$ cat src/rtl/ram_pkg.sv
// Shared constants and FSM encoding for the RAM stream reader and its FIFO.
package ram_pkg;
  localparam int DWIDTH    = 32;
  localparam int BLOCLSIZE = 10;

  typedef enum logic [1:0] {
    ST_IDLE  = 2'd0,
    ST_READ  = 2'd1,
    ST_DRAIN = 2'd2
  } state_e;
endpackage

$ cat src/rtl/ram_rd_fifo.sv
// Two-entry read-data FIFO; slot 0 is always the head so the output is a plain register.
module ram_rd_fifo #(
  parameter int DWIDTH = ram_pkg::DWIDTH
) (
  input  logic              clk,
  input  logic              rst,
  input  logic              push,
  input  logic [DWIDTH-1:0] push_data,
  input  logic              pop,
  output logic [1:0]        count,
  output logic [DWIDTH-1:0] head
);
  logic [DWIDTH-1:0] slot0_q, slot0_d;
  logic [DWIDTH-1:0] slot1_q, slot1_d;
  logic [1:0]        count_q, count_d;

  always_comb begin
    slot0_d = slot0_q;
    slot1_d = slot1_q;
    count_d = count_q;
    case ({push, pop})
      2'b10: begin
        if (count_q == 2'd0) slot0_d = push_data;
        else                 slot1_d = push_data;
        count_d = count_q + 2'd1;
      end
      2'b01: begin
        slot0_d = slot1_q;
        count_d = count_q - 2'd1;
      end
      2'b11: begin
        // Simultaneous push/pop keeps the count; the new word lands behind any survivor.
        if (count_q == 2'd1) begin
          slot0_d = push_data;
        end else begin
          slot0_d = slot1_q;
          slot1_d = push_data;
        end
      end
      default: ;
    endcase
  end

  always_ff @(posedge clk or negedge rst) begin
    if (!rst) begin
      slot0_q <= '0;
      slot1_q <= '0;
      count_q <= 2'd0;
    end else begin
      slot0_q <= slot0_d;
      slot1_q <= slot1_d;
      count_q <= count_d;
    end
  end

  assign count = count_q;
  assign head  = slot0_q;
endmodule

$ cat src/rtl/ram_stream_reader.sv
// Streams cmd_len words starting at cmd_addr (wrapping) out of a registered-read RAM
// port onto a valid/ready stream, throttling reads so the 2-entry FIFO never overflows.
module ram_stream_reader #(
  parameter int BLOCLSIZE = ram_pkg::BLOCLSIZE,
  parameter int DWIDTH    = ram_pkg::DWIDTH
) (
  input  logic                 clk,
  input  logic                 rst,
  input  logic                 cmd_valid,
  output logic                 cmd_ready,
  input  logic [BLOCLSIZE:0]   cmd_addr,
  input  logic [BLOCLSIZE+1:0] cmd_len,
  output logic [BLOCLSIZE:0]   r_addr,
  input  logic [DWIDTH-1:0]    r_dout,
  output logic                 m_valid,
  input  logic                 m_ready,
  output logic [DWIDTH-1:0]    m_data,
  output logic                 m_last,
  output logic                 busy,
  output logic                 done
);
  import ram_pkg::*;

  localparam int AW = BLOCLSIZE + 1;
  localparam int LW = BLOCLSIZE + 2;

  state_e        state_q, state_d;
  logic [AW-1:0] addr_q, addr_d;
  logic [LW-1:0] remain_q, remain_d;
  logic [LW-1:0] beats_q, beats_d;
  logic [AW-1:0] r_addr_q;
  logic          inflight_q;
  logic          done_q, done_d;
  logic          accept;
  logic          issue;
  logic          pop;
  logic [1:0]    fifo_count;
  logic [2:0]    occupancy;

  assign accept  = cmd_valid && cmd_ready;
  assign m_valid = (fifo_count != 2'd0);
  assign pop     = m_valid && m_ready;
  assign m_last  = m_valid && (beats_q == LW'(1));
  assign done    = done_q;

  always_ff @(posedge clk or negedge rst) begin
    if (!rst) state_q <= ST_IDLE;
    else      state_q <= state_d;
  end

  always_comb begin
    state_d = state_q;
    case (state_q)
      ST_IDLE:  if (accept && (cmd_len != '0)) state_d = ST_READ;
      ST_READ:  if (issue && (remain_q == LW'(1))) state_d = ST_DRAIN;
      ST_DRAIN: if (pop && m_last) state_d = ST_IDLE;
      default:  state_d = ST_IDLE;
    endcase
  end

  // Reads are credited against FIFO space: buffered + in-flight words after this
  // cycle's pop must leave room for the word this issue will return.
  always_comb begin
    cmd_ready = (state_q == ST_IDLE);
    busy      = (state_q != ST_IDLE);
    occupancy = {1'b0, fifo_count} + {2'b00, inflight_q} - {2'b00, pop};
    issue     = (state_q == ST_READ) && (occupancy < 3'd2);
    r_addr    = issue ? addr_q : r_addr_q;
  end

  always_comb begin
    addr_d   = addr_q;
    remain_d = remain_q;
    beats_d  = beats_q;
    if (accept) begin
      addr_d   = cmd_addr;
      remain_d = cmd_len;
      beats_d  = cmd_len;
    end else if (issue) begin
      addr_d   = addr_q + AW'(1);
      remain_d = remain_q - LW'(1);
    end
    if (pop) beats_d = beats_q - LW'(1);
    done_d = (accept && (cmd_len == '0)) || ((state_q == ST_DRAIN) && pop && m_last);
  end

  always_ff @(posedge clk or negedge rst) begin
    if (!rst) begin
      addr_q     <= '0;
      remain_q   <= '0;
      beats_q    <= '0;
      r_addr_q   <= '0;
      inflight_q <= 1'b0;
      done_q     <= 1'b0;
    end else begin
      addr_q     <= addr_d;
      remain_q   <= remain_d;
      beats_q    <= beats_d;
      r_addr_q   <= r_addr;
      inflight_q <= issue;
      done_q     <= done_d;
    end
  end

  // The word addressed in an issue cycle appears on r_dout one cycle later.
  ram_rd_fifo #(
    .DWIDTH(DWIDTH)
  ) u_fifo (
    .clk      (clk),
    .rst      (rst),
    .push     (inflight_q),
    .push_data(r_dout),
    .pop      (pop),
    .count    (fifo_count),
    .head     (m_data)
  );
endmodule

$ cat config.mk
export PLATFORM = sky130hd
export DESIGN_NAME = ram_stream_reader
export DESIGN_NICKNAME = d
export VERILOG_FILES = /design/src/rtl/ram_pkg.sv /design/src/rtl/ram_rd_fifo.sv /design/src/rtl/ram_stream_reader.sv
export SDC_FILE = /design/constraint.sdc
export NUM_CORES = 1
export LEC_CHECK = 0
export ABC_AREA = 1
export CAP_MARGIN = 20
export CORE_MARGIN = 2
export CORE_UTILIZATION = 48
export CTS_CLUSTER_SIZE = 12
export DETAILED_ROUTE_END_ITERATION = 8
export PLACE_DENSITY_LB_ADDON = 0.3
export SYNTH_ARGS = -nofsm -noshare
export SYNTH_HDL_FRONTEND = slang
export SYNTH_SLANG_ARGS = --single-unit
$ cat constraint.sdc
create_clock -name clk -period 2.4 [get_ports clk]
set_input_delay 0.24 -clock clk [delete_from_list [all_inputs] [get_ports clk]]
set_output_delay 0.24 -clock clk [all_outputs]
set_load 0.02 [all_outputs]
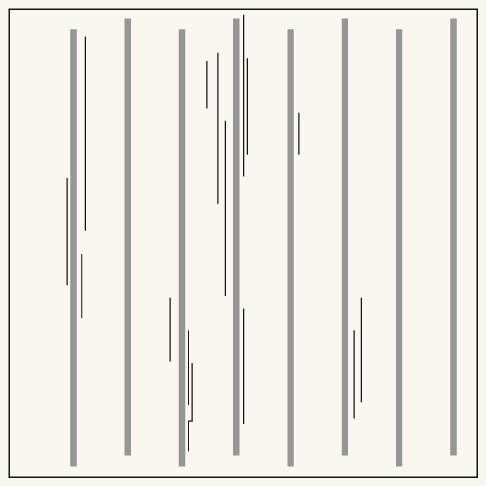
(metal 4)
(4 px per micron) Supply wires on this layer in gray.
nets with wire on the layer: 13
wire length on this layer: 390 microns
share of all routed wire: 2.5%
DR vias: 5775
Post-Route WL: 15900 microns

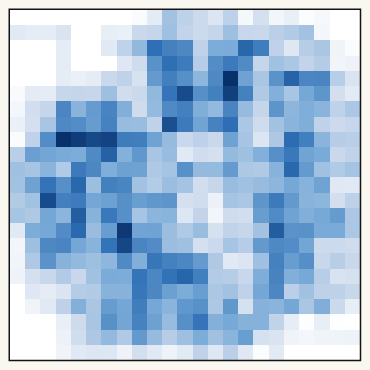
(routed metal per tile)
(3 px per micron) The die is cut into 23 by 23 equal tiles; white is low, dark blue is high, scaled to the fullest tile. Values are wire area over tile area, all layers added.
nearly empty tiles: 8.9%
tiles over half the peak: 30%
emptiest ninth of the die: north-west
Total GRT Usage: 0.238
drt wl/cell: 13.9 microns

==> results_dict.tcl <==
# implementation run metrics
set metrics [dict create \
    violations "negative setup slack" \
    min_path_type "primary input to register" \
    cts_sinks 116 \
    hold_violations 0 \
    min_period_ns 2.77 \
    synth_area_per_cell_sq_um 7.35 \
    setup_viol 25 \
    power.total_mw 13.2 \
    slowest_stage "fa_1" \
    crit_family "adder cells" \
    port-buffer-count 106 \
    skew_ns 0.00836 \
    drtIter0Drc 557 \
    synthArstFlopShare 1.00 \
    syn_nets 897 \
    cts_hold_buffers 1 \
    worstHoldStart "r_dout[6]" \
    end_kind "output pin" \
    worstPathArrival_ns 2.53 \
    swShare 0.438 \
    p_sw_mw 5.80 \
    topCellsByArea "dfrtp_1, nand2_1, nand3_1, inv_1, nor2_1" \
    avgViaCountPerCell 5.06 \
    placedCellCount 1104 \
    critPathMaxFanout 6 \
    finalCritPeriodShare 1.15 \
    layout.nets 1026 \
    gp_congestion 0.896 \
    core-area_sq_um 12500 \
    p_comb_frac 0.566 \
    synth_cell_types 32 \
    area_growth_pct 36.9 \
    fin_ws_ns -0.371 \
    firstDrtPassIters 5 \
    antenna_cells 0 \
    ctsRootBufferMaster "clkbuf_16" \
    dp_hpwl_microns 10600 \
    criticalPathCategory "register to output pin" \
    power_density_nw_per_um2 1590 \
    cts_setup_buffers 0 \
    overflow 0 \
    path_buffers 5 \
    cts_tree "built" \
    outcome "finished, violations left" \
    syn-cell-area_sq_um 6090 \
    register_area_sq_um 2900 \
    worstSetupStartpointType "register" \
    worstPathRequired_ns 2.16 \
    ff_type "dfrtp_1" \
    rows 41 \
]
-- power groups by stage --
stage	clock network, mW	registers, mW	logic, mW
2_1_floorplan	0	3.71	4.26
3_3_place_gp	0	3.47	6.61
3_5_place_dp	0	3.49	6.75
4_1_cts	2.27	3.48	6.90
5_1_grt	2.37	3.60	8.25
6_report	2.24	3.50	7.50
-- cells by family (layout without fill, tap and decap cells) --
logic type	after synthesis	after routing	share of synthesized area
flip-flops	116	116	0.477
AND-OR/OR-AND	61	62	0.0584
adder cells (fa/ha/maj)	10	10	0.0218
XOR/XNOR	9	9	0.0130
AND/OR/NAND/NOR	534	534	0.360
buffers and inverters	98	238	0.0699
-- flip-flops by register name, indices dropped and copies added, names as in the netlist --
signal / flops
remain_q: 12
addr_q: 11
state_q: 2
done: 1
inflight_q: 1
u_fifo.slot1_q: 32
u_fifo.head: 32
r_addr_q: 11
beats_q: 12
u_fifo.count: 2
-- final cells by class --
type	count	area share
clock buffers	26	0.0599
clock inverters	5	0.00300
inverters	67	0.0317
multi-input cells	615	0.360
flip-flops and latches	116	0.348
well taps	172	0.0258
repair buffers	140	0.171
-- metal layers --
| layer | GRT usage | part of all wire | wire (microns) |
|---|---|---|---|
| met1 | 0.323 | 0.46 | 7360 |
| met2 | 0.371 | 0.47 | 7380 |
| met3 | 0.0524 | 0.046 | 726 |
| met4 | 0.104 | 0.025 | 389 |
| met5 | 0 | 0 | 0 |
-- path summary, 6_finish.rpt --
path	endpoint	slack, ns	depth (start not counted)
worst max register to register	addr_q[9]	-0.10	17
min in group asynchronous	r_addr_q[3]	0.46	2
worst max-delay path	r_addr[6]	-0.37	13
worst min-delay path	u_fifo.slot1_q[6]	0.41	3
max in group asynchronous	u_fifo.slot1_q[8]	1.22	3
worst min register to register	u_fifo.head[25]	0.48	2
No activity file was given, so power comes from the tool's default toggle rates.
